File: src/rtl/deser_frame_sequencer.sv
// Frame sequencer for one DeserializerWithCounter: start pulse, word capture on RCO, stall abort.
// Latency: RCO to word_valid_o is 1 cycle; deser_start_o/deser_reset_o/frame_done_o are 1-cycle registered pulses.
// Backpressure: a 4-deep (FIFO_DEPTH) word buffer absorbs word_ready_i stalls; words arriving while full are dropped and flagged.
//
// Ports:
//   clock_i, reset_n_i            system clock (rising edge), asynchronous active-low reset
//   enable_i                      frame capture request (level, sampled in IDLE only)
//   clear_err_i                   1-cycle pulse, clears overflow_o and timeout_err_o
//   deser_start_o, deser_reset_o  start / active-high reset pulses to the deserializer
//   deser_busy_i, deser_rco_i     deserializer busy and word-complete strobe
//   deser_data_i                  deserializer word, valid while deser_rco_i=1
//   word_data_o/_valid_o/_ready_i word output stream (FIFO head)
//   frame_done_o                  1-cycle pulse per completed frame
//   overflow_o, timeout_err_o     sticky error flags
//   frame_count_o                 completed frames, wraps at 16 bits
//
// Build option DESER_SEQ_AUTO_REARM_EN: when defined, DONE goes straight back to START while
// enable_i is high (back-to-back frames). When undefined, one frame per enable_i rising edge.
module deser_frame_sequencer #(
    parameter int WORD_SIZE       = 8,
    parameter int WORDS_PER_FRAME = 2,
    parameter int FIFO_DEPTH      = 4,
    parameter int TIMEOUT_CYCLES  = 1024
) (
    input  logic                 clock_i,
    input  logic                 reset_n_i,
    input  logic                 enable_i,
    input  logic                 clear_err_i,
    output logic                 deser_start_o,
    output logic                 deser_reset_o,
    input  logic                 deser_busy_i,
    input  logic                 deser_rco_i,
    input  logic [WORD_SIZE-1:0] deser_data_i,
    output logic [WORD_SIZE-1:0] word_data_o,
    output logic                 word_valid_o,
    input  logic                 word_ready_i,
    output logic                 frame_done_o,
    output logic                 overflow_o,
    output logic                 timeout_err_o,
    output logic [15:0]          frame_count_o
);
    localparam int AW = $clog2(FIFO_DEPTH);
    localparam int CW = $clog2(WORDS_PER_FRAME + 1);
    localparam int TW = $clog2(TIMEOUT_CYCLES);

    typedef enum logic [2:0] {
        S_IDLE, S_START, S_WAIT_BUSY, S_RECEIVE, S_DONE, S_ABORT
    } state_t;

    state_t          state_q;
    logic [CW-1:0]   word_cnt_q;
    logic [TW-1:0]   tmo_q;
    logic            deser_start_q, deser_reset_q, frame_done_q;
    logic            overflow_q, timeout_err_q;
    logic [15:0]     frame_count_q;

    logic [WORD_SIZE-1:0] mem_q [FIFO_DEPTH];
    logic [AW:0]          wr_ptr_q, rd_ptr_q;

    logic fifo_empty, fifo_full, pop, push_ok, ovf_set;
    logic rco_rx, tmo_hit, start_ok;

    // RCO only means something while a frame is being received.
    assign rco_rx  = (state_q == S_RECEIVE) && deser_rco_i;
    // A word arriving on the last allowed cycle beats the timeout.
    assign tmo_hit = ((state_q == S_WAIT_BUSY) || (state_q == S_RECEIVE))
                     && (tmo_q == TW'(TIMEOUT_CYCLES - 1)) && !rco_rx;

    assign fifo_empty = (wr_ptr_q == rd_ptr_q);
    assign fifo_full  = (wr_ptr_q[AW] != rd_ptr_q[AW])
                        && (wr_ptr_q[AW-1:0] == rd_ptr_q[AW-1:0]);
    assign pop        = !fifo_empty && word_ready_i;
    // A pop in the same cycle frees the slot, so a full FIFO can still accept.
    assign push_ok    = rco_rx && (!fifo_full || pop);
    assign ovf_set    = rco_rx && fifo_full && !pop;

`ifdef DESER_SEQ_AUTO_REARM_EN
    assign start_ok = enable_i;
`else
    // Re-armed by enable_i being low for a cycle; consumed when a frame starts.
    logic armed_q;
    assign start_ok = enable_i && armed_q;

    always_ff @(posedge clock_i or negedge reset_n_i) begin
        if (!reset_n_i) begin
            armed_q <= 1'b1;
        end else if (!enable_i) begin
            armed_q <= 1'b1;
        end else if (state_q == S_IDLE) begin
            armed_q <= 1'b0;
        end
    end
`endif

    always_ff @(posedge clock_i or negedge reset_n_i) begin
        if (!reset_n_i) begin
            state_q       <= S_IDLE;
            word_cnt_q    <= '0;
            tmo_q         <= '0;
            deser_start_q <= 1'b0;
            deser_reset_q <= 1'b0;
            frame_done_q  <= 1'b0;
            overflow_q    <= 1'b0;
            timeout_err_q <= 1'b0;
            frame_count_q <= '0;
        end else begin
            deser_start_q <= 1'b0;
            deser_reset_q <= 1'b0;
            frame_done_q  <= 1'b0;
            case (state_q)
                S_IDLE: begin
                    if (start_ok) begin
                        state_q       <= S_START;
                        deser_start_q <= 1'b1;
                    end
                end
                S_START: begin
                    word_cnt_q <= '0;
                    tmo_q      <= '0;
                    state_q    <= S_WAIT_BUSY;
                end
                S_WAIT_BUSY: begin
                    if (tmo_hit) begin
                        state_q       <= S_ABORT;
                        deser_reset_q <= 1'b1;
                    end else begin
                        tmo_q <= tmo_q + TW'(1);
                        if (deser_busy_i) begin
                            state_q <= S_RECEIVE;
                        end
                    end
                end
                S_RECEIVE: begin
                    if (tmo_hit) begin
                        state_q       <= S_ABORT;
                        deser_reset_q <= 1'b1;
                    end else if (rco_rx) begin
                        // Counted even when the word was dropped, so framing stays aligned.
                        tmo_q      <= '0;
                        word_cnt_q <= word_cnt_q + CW'(1);
                        if (word_cnt_q == CW'(WORDS_PER_FRAME - 1)) begin
                            state_q       <= S_DONE;
                            frame_done_q  <= 1'b1;
                            frame_count_q <= frame_count_q + 16'd1;
                        end
                    end else begin
                        tmo_q <= tmo_q + TW'(1);
                    end
                end
                S_DONE: begin
`ifdef DESER_SEQ_AUTO_REARM_EN
                    if (enable_i) begin
                        state_q       <= S_START;
                        deser_start_q <= 1'b1;
                    end else begin
                        state_q <= S_IDLE;
                    end
`else
                    state_q <= S_IDLE;
`endif
                end
                S_ABORT: state_q <= S_IDLE;
                default: state_q <= S_IDLE;
            endcase
            // A new error in the clearing cycle keeps the flag set.
            timeout_err_q <= tmo_hit | (timeout_err_q & ~clear_err_i);
            overflow_q    <= ovf_set | (overflow_q & ~clear_err_i);
        end
    end

    always_ff @(posedge clock_i or negedge reset_n_i) begin
        if (!reset_n_i) begin
            wr_ptr_q <= '0;
            rd_ptr_q <= '0;
        end else begin
            if (push_ok) wr_ptr_q <= wr_ptr_q + (AW+1)'(1);
            if (pop)     rd_ptr_q <= rd_ptr_q + (AW+1)'(1);
        end
    end

    always_ff @(posedge clock_i) begin
        if (push_ok) mem_q[wr_ptr_q[AW-1:0]] <= deser_data_i;
    end

    assign word_valid_o  = !fifo_empty;
    // Storage is not reset; mask it so the output reads zero while empty.
    assign word_data_o   = fifo_empty ? '0 : mem_q[rd_ptr_q[AW-1:0]];
    assign deser_start_o = deser_start_q;
    assign deser_reset_o = deser_reset_q;
    assign frame_done_o  = frame_done_q;
    assign overflow_o    = overflow_q;
    assign timeout_err_o = timeout_err_q;
    assign frame_count_o = frame_count_q;

endmodule

File: config.mk
export PLATFORM = sky130hd
export DESIGN_NAME = deser_frame_sequencer
export DESIGN_NICKNAME = d
export VERILOG_FILES = /design/src/rtl/deser_frame_sequencer.sv
export SDC_FILE = /design/constraint.sdc
export NUM_CORES = 1
export LEC_CHECK = 0
export CORE_UTILIZATION = 45
export DETAILED_ROUTE_END_ITERATION = 8
export PLACE_DENSITY = 0.7
export SKIP_CTS_REPAIR_TIMING = 1
export SLEW_MARGIN = 20
export SYNTH_ARGS = -nofsm -noshare
export SYNTH_HDL_FRONTEND = slang
export SYNTH_SLANG_ARGS = --single-unit
File: constraint.sdc
create_clock -name clock_i -period 1.7 [get_ports clock_i]
set_input_delay 0.34 -clock clock_i [delete_from_list [all_inputs] [get_ports clock_i]]
set_output_delay 0.34 -clock clock_i [all_outputs]
set_load 0.02 [all_outputs]
### The metal 2 layer, run 1

Bar = 20 um.
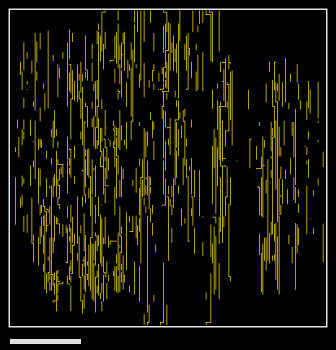
340 nets have wire on it. The layer carries 3440 um of wire. The wires run mostly vertical.
GR Util met2: 31.78%
DRT Wirelength: 6.649 mm

### Register map, names as in the netlist, run 1

Bar = 20 um.
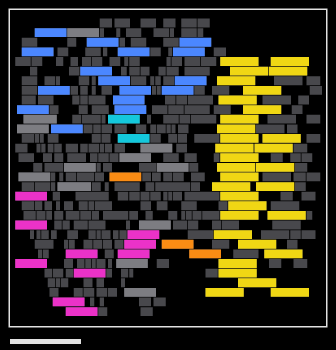
Key: mem_q = yellow [flops 32, where a vertical strip on the right]; frame_count_o = blue [flops 16]; rd_ptr_q = orange [flops 3]; word_cnt_q = cyan [flops 2]; tmo_q = magenta [flops 10, where bottom left]
Another 12 sequential cells are not colored.
flop share of the area: 43.20%
Core Util, Final: 64.40%

### Routing congestion, run 1

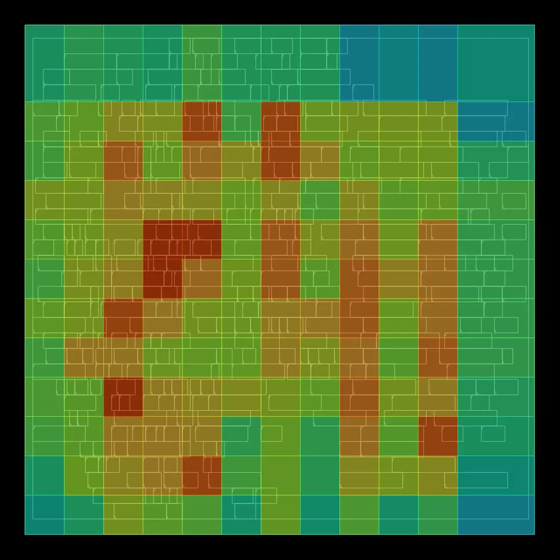
met1 Use GR: 22.30%
gr usage total: 18.10%
Avg WL per Cell: 14.55 um

### Metal 3, run 1

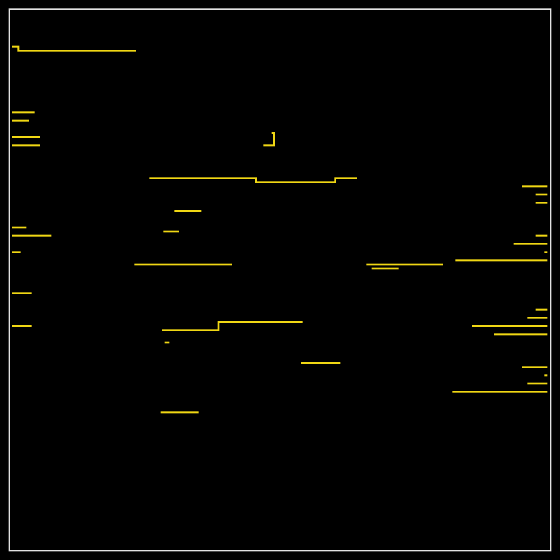
The longest straight run is 19.3 um. The layer carries 243 um of wire. The wires run mostly horizontal. 32 nets have wire on it. The layer holds 3.7% of the routed length.

==> run notes, run 1 <==
run results: routed via count=2372, worst hold path type=reg2reg, share of cells above drive strength 1=31.28%, endpoint type of the worst setup path=output port, Core ar.=0.007331 mm2, clk_lat worst skew=0.34 ns, vias in the first global route=2346, most frequent cells in the layout=dfrtp_1 (41), buf_4 (35), edfxtp_1 (32), Clk pin slew, worst setup/hold paths=approximately 0.08 ns, Die Y=~90 um, Simple-Gate Area Share=15.08%, Syn Std Cell Area=0.003435 mm2, failing checks=setup timing, die width=around 90 um, CP max FO=8, xor/xnor share=5.865%, OpenROAD warnings=30, aoi share=under 10%, Ports=45, largest net degree at the start of global routing=25, Worst Setup Start Kind=register, Internal Power=4.759 mW, vias per inst=a little over 5, Worst Tran Pin Value=about 0.49 ns, Synth Net Count=285, pre-CTS setup slack=-0.3521 ns, Mux area share=6.812%, htree depth=3, clk_skew=0.01047 ns, dpl cell area=0.004335 mm2, gr ovfl total=0, Root Driver=clkbuf_8, Setup-failing EPs final=9, Syn Area/Cell=between 10 and 15 um2, Setup CP Type=reg2out, yosys warns=0, adder-cell share of the synthesized area=2.914%, Largest Pwr Group=combinational logic, maxcap violations=0, Initial Utilization=46.85%, Detailed Routing Iterations Pass 1=4, cts bufs inserted=9, clock power share=17.0%, outcome=finished with violations, dominant register cell=dfrtp_1, post-route insts no fill=around 460, Slowest Stage Delay on Critical Path=roughly 0.50 ns, Fillers=~540, crit path cell chain=buf_12, mux4_2, and2_4, buf_6, Final Instance Area=0.004721 mm2, cycle use final=118.0%, CP Data Required Time=1.36 ns, CTS tree=done, area grow syn2layout=37.45%, synthesized instance count=roughly 260, fmax=0.4984 GHz, Synth Register Bits=75, Post-DRT Antenna Nets=0, unrepaired setup endpoints after global routing=true, reg2reg setup slack=0.03 ns, RePlAce Congestion=0.8050, clock sink count=approximately 75, Final Hold Viols=0, Final HPWL DP=4.610 mm, combinational power=3.53 mW, Peak supply drop=945.0 uV, Design Power=7.244 mW, top comb family, area=simple AND/OR/NAND/NOR gates, initial antenna violation count=0, Chip Area, Yosys=0.003435 mm2, EDFF count, synth=32, Gate power share=48.7%, Final Critical Period=2.006 ns, Yosys Instances=262, Arrival @ worst endpoint=around 1.7 ns, PwrDens=1534 mW/mm2, antenna diode count=0, Sw Ratio=34.30%, PortBufs=44, top logic cell by instance count in the layout=dfrtp_1, max_slew headroom=67.65%, LEAKAGE=roughly 2.2 nW, Row Count=31, Max Slew Vio Count=0, Clock Power=1.23 mW, Sequential Power Share=34.3%, seq pwr=2.48 mW, initial drt markers=72, Final nets=between 300 and 400, DRC=0, CTS max path bufs=2, Cells after DPL=436, Final WS setup=-0.3064 ns, Post-Route Setup TNS=-2.466 ns, Distinct cells, synth=49, Min Hold Slack=0.4713 ns, global-route wire length before repair=10.73 mm, Die Area=0.007986 mm2, Switching Power=between 2 and 2.5 mW, Slowest cell on crit path=mux4_2, asr flop ratio synth=57.33%, Seq/Total Area, Yosys=between 50% and 60%
[run 1: worst paths after layout]
path	startpoint	to	cells after the start
max	rd_ptr_q[0]	word_data_o[0]	4
min	armed_q	armed_q	2
max reg2reg	rd_ptr_q[0]	mem_q[1][2]	6
min reg2reg	armed_q	armed_q	2
max in group asynchronous	reset_n_i	wr_ptr_q[0]	3
min in group asynchronous	reset_n_i	frame_count_o[8]	2
[run 1: synthesized netlist by cell type, types with 8 or more instances]
cell,n,area [um2]
ha_1,8,100.1
nand2_1,17,63.81
nor2_1,10,37.54
and2_1,16,100.1
dfrtp_1,42,1051
xnor2_1,12,105.1
xor2_1,11,96.34
nand3_1,10,50.05
inv_1,16,60.06
edfxtp_1,32,960.9
mux4_2,8,180.2
nand4_1,9,56.30
[run 1: registers in the layout (all words and copies together), names as in the netlist]
name           cells
word_cnt_q         2
wr_ptr_q           3
state_q            3
frame_count_o     16
overflow_o         1
tmo_q             10
deser_reset_o      1
mem_q             32
frame_done_o       1
timeout_err_o      1
deser_start_o      1
rd_ptr_q           3
armed_q            1
[run 1: layer usage]
metal / track usage (%) / up-vias / wire length [um]
li1: - / 1140 / -
met1: 22.30 / 1183 / 2893
met2: 31.78 / 42 / 3442
met3: 3.509 / 7 / 243
met4: 6.494 / 0 / 70
met5: 0 / - / 0
[run 1: cell type report]
cell class / instances / area (um2) / area share, %
tap: 99 / 123.9 / 2.624
timing repair buffer: 89 / 927.1 / 19.64
clock buffer: 11 / 141.4 / 2.995
sequential: 75 / 2039 / 43.20
multi-input combinational: 162 / 1393 / 29.50
inverter: 16 / 60.06 / 1.272
clock inverter: 5 / 36.28 / 0.7686
[run 1: critical path, delay by kind of cell, from the launching register on]
kind                   cells  cell delay (ns)
buffers and inverters      2             0.27
DFF                        1             0.40
muxes                      1             0.50
and+or+nand+nor            1             0.15
==> run 2: changes to the inputs <==
--- a/config.mk
+++ b/config.mk
@@ -5,9 +5,8 @@
 export SDC_FILE = /design/constraint.sdc
 export NUM_CORES = 1
 export LEC_CHECK = 0
-export CORE_UTILIZATION = 45
+export CORE_UTILIZATION = 30
 export DETAILED_ROUTE_END_ITERATION = 8
-export PLACE_DENSITY = 0.7
 export SKIP_CTS_REPAIR_TIMING = 1
 export SLEW_MARGIN = 20
 export SYNTH_ARGS = -nofsm -noshare
### Gate families picked out, run 2

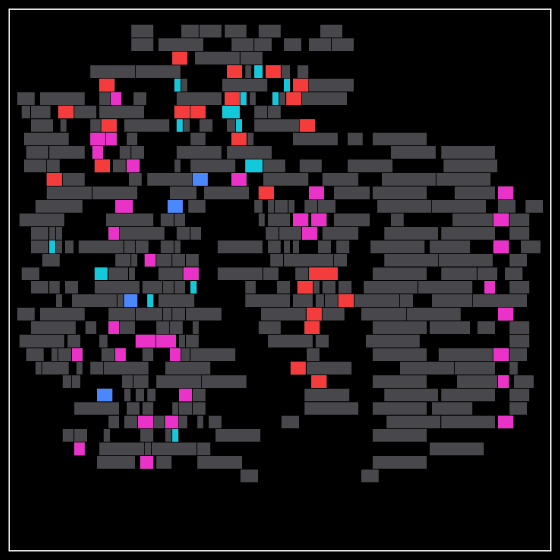
Key: xor and xnor cells = red [cells 23]; nor cells = cyan [cells 14]; non-inverting ao/oa cells = blue [cells 4, where left middle]; and/or cells = magenta [cells 33]
logic share of the area: 27.84%
post-route insts no fill: 504

==> run 2 against run 1 <==
  * The run still ends with setup timing left
  * Sequential power down 2%
  * Clock power increased by 59%
  * Global-route usage down 5.4 points
  * Die area grew 49%
  * Synthesized area stayed put
  * Synthesized cell count unchanged
  * Count of clock-buffer cells in the layout shrank 2
==> run notes, run 2 <==
run results: Distinct cells, synth=49 (unchanged), Die Area=0.01188 mm2 (+49%), cycle use final=117.9% (about the same), routing usage on met3=4.184% (+0.68 points), Synth Net Count=285 (unchanged), dpl cell area=0.004397 mm2 (+1.4%), Initial Utilization=31.27% (-16 points), vias per inst=4.706 (-9.3%), crit path cell chain=buf_4, xnor2_2, nand3_2, buf_6, and2_1, buf_6, Yosys Instances=262 (unchanged), Detailed Routing Iterations Pass 1=4 (unchanged), htree depth=3 (unchanged), CP delay by family, top=buffers and inverters, Root Driver=clkbuf_16, dominant register cell=dfrtp_1, M1 WL=3.213 mm (+11%), Row Count=38 (+23%), Final Hold Viols=0 (unchanged), Die Y=109.0 um (+22%), Worst Setup Start Kind=register, most frequent cells in the layout=dfrtp_1 (41), buf_4 (41), edfxtp_1 (32), Seq/Total Area, Yosys=59.34% (unchanged), share of cells above drive strength 1=31.87% (+0.58 points), PortBufs=44 (unchanged), Syn Area/Cell=13.11 um2 (unchanged), grt peak-use layer=met2, routed via count=2372 (unchanged), Max Slew Vio Count=0 (unchanged), Final Critical Period=2.005 ns (-0.001929 ns), synthesized instance count=262 (unchanged), global-route wire length before repair=11.45 mm (+6.7%), GR Util met2=18.87% (-13 points), xor/xnor share=5.865% (unchanged), Setup-failing EPs final=9 (unchanged), most common cell in the netlist=dfrtp_1, top cells by count, synth=dfrtp_1 (42), edfxtp_1 (32), nand2_1 (17), and2_1 (16), inv_1 (16), Post-DRT Antenna Nets=0 (unchanged), PwrDens=1623 mW/mm2 (+5.8%), unrepaired setup endpoints after global routing=true, Top cell by count, worst path=buf_6, Final WS setup=-0.3045 ns (+0.001929 ns), CP max FO=9 (+1), number of flip-flops in the largest register=32 (unchanged), Synth Register Bits=75 (unchanged), clk_lat worst skew=0.34 ns (about the same), gr ovfl total=0 (unchanged), vias in the first global route=2307 (-1.7%), Slowest Stage Delay on Critical Path=0.41 ns (-0.09 ns), top comb family, area=simple AND/OR/NAND/NOR gates, largest net degree at the start of global routing=29 (+16%), EDFF count, synth=32 (unchanged), Arrival @ worst endpoint=1.66 ns (about the same), CTS max path bufs=2 (unchanged), fmax=0.4989 GHz (about the same), Syn Std Cell Area=0.003435 mm2 (unchanged), maxcap violations=0 (unchanged), Slowest cell on crit path=dfrtp_1, Core ar.=0.01098 mm2 (+50%), LEAKAGE=2.264 nW (+3.5%), failing checks=setup timing, Simple-Gate Area Share=15.08% (unchanged), CP Data Required Time=1.36 ns (about the same), die width=109.0 um (+22%), adder-cell share of the synthesized area=2.914% (unchanged), Peak supply drop=917.6 uV (-2.9%), Setup CP Type=reg2out, gr usage total=12.74% (-5.4 points), Chip Area, Yosys=0.003435 mm2 (unchanged), met1 Use GR=17.20% (-5.1 points), Clk pin slew, worst setup/hold paths=0.06 ns (-0.02 ns), metal2 WL=3.284 mm (-4.6%), DRC=0 (unchanged), Final Instance Area=0.004926 mm2 (+4.3%), aoi share=6.521% (unchanged), post-synth top area share=30.60% (unchanged), Final HPWL DP=4.823 mm (+4.6%), top post-synthesis cells by area=dfrtp_1 (31%), edfxtp_1 (28%), mux4_2 (5.2%), xnor2_1 (3.1%), and2_1 (2.9%), max_slew headroom=73.89% (+6.2 points), Worst Tran Pin Value=0.3916 ns (-0.09373 ns), Mux area share=6.812% (unchanged), cts bufs inserted=9 (unchanged), RePlAce Congestion=0.7660 (-4.8%), OpenROAD warnings=30 (unchanged), Avg WL per Cell=13.71 um (-5.8%), worst path bufs/invs=3 (+1), outcome=finished with violations, Post-Route Setup TNS=-2.526 ns (-0.06015 ns), CTS tree=done, Ports=45 (unchanged), clock sink count=75 (unchanged), met3 WL=307 um (+26%), clk_skew=0.008560 ns (-0.001911 ns), Fillers=1005 (+88%), area grow syn2layout=43.42%, post-synth top area cell=dfrtp_1, Cells after DPL=480 (+10%), worst hold path type=in2async, antenna diode count=0 (unchanged), initial antenna violation count=0 (unchanged), asr flop ratio synth=57.33% (unchanged), yosys warns=0 (unchanged), endpoint type of the worst setup path=output port, Final nets=382 (+1.6%), initial drt markers=62 (-14%), pre-CTS setup slack=-0.3822 ns (-0.03008 ns), DRT Wirelength=6.910 mm (+3.9%), Top Metal Used=met4
### The metal 2 layer, run 2

Bar = 20 um.
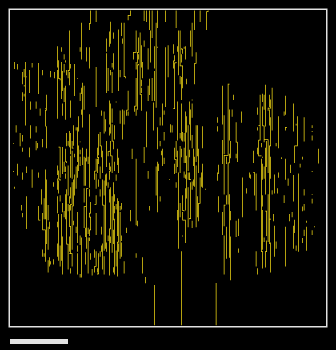
324 nets have wire on it. The wires run mostly vertical. The layer carries 3280 um of wire.

## run 2: layout make-up
cell class,count,area [um2],share of cell area [%]
clock buffers,9,225.2,4.572
clock inverters,7,82.58,1.676
inverters,16,60.06,1.219
multi-input cells,162,1371,27.84
flip-flops and latches,75,2039,41.40
well taps,140,175.2,3.556
repair buffers,95,972.2,19.74
## run 2: cells by family (layout without fill, tap and decap cells)
kind of cell,after synthesis,after routing
flops,75,75
buf+inv,25,127
mux,13,13
simple gates,90,90
compound gates,28,28
xor+xnor,23,23
fa+ha+maj,8,8
## run 2: where the power goes
group | internal (mW) | leakage (nW) | switching (mW)
logic | 1.99 | 1.27 | 1.60
registers | 2.21 | 0.846 | 0.236
clock network | 1.16 | 0.145 | 0.800
total | 5.36 | 2.26 | 2.64
## run 2: path summary, 6_finish.rpt
path / start / endpoint / slack, ns / depth (start not counted)
worst max-delay path: rd_ptr_q[0] / word_data_o[0] / -0.30 / 6
worst min-delay path: reset_n_i / frame_count_o[1] / 0.46 / 2
worst max register to register: rd_ptr_q[0] / rd_ptr_q[1] / 0.01 / 7
worst min register to register: armed_q / armed_q / 0.47 / 2
max in group asynchronous: reset_n_i / armed_q / 0.70 / 3
min in group clock_i: armed_q / armed_q / 0.47 / 2
## run 2: through the flow
stage / hold WS, ns / utilization [%] / power [mW]
2_1_floorplan: 0.04441 / - / 4.170
3_3_place_gp: 0.2884 / 40.03 / 5.552
3_5_place_dp: 0.2893 / 40.03 / 5.635
4_1_cts: -0.07419 / 42.83 / 7.637
5_1_grt: 0.4913 / 44.85 / 8.472
6_report: 0.4562 / 44.85 / 7.995
Power figures rest on the tool's default switching activity, not on a simulated workload.
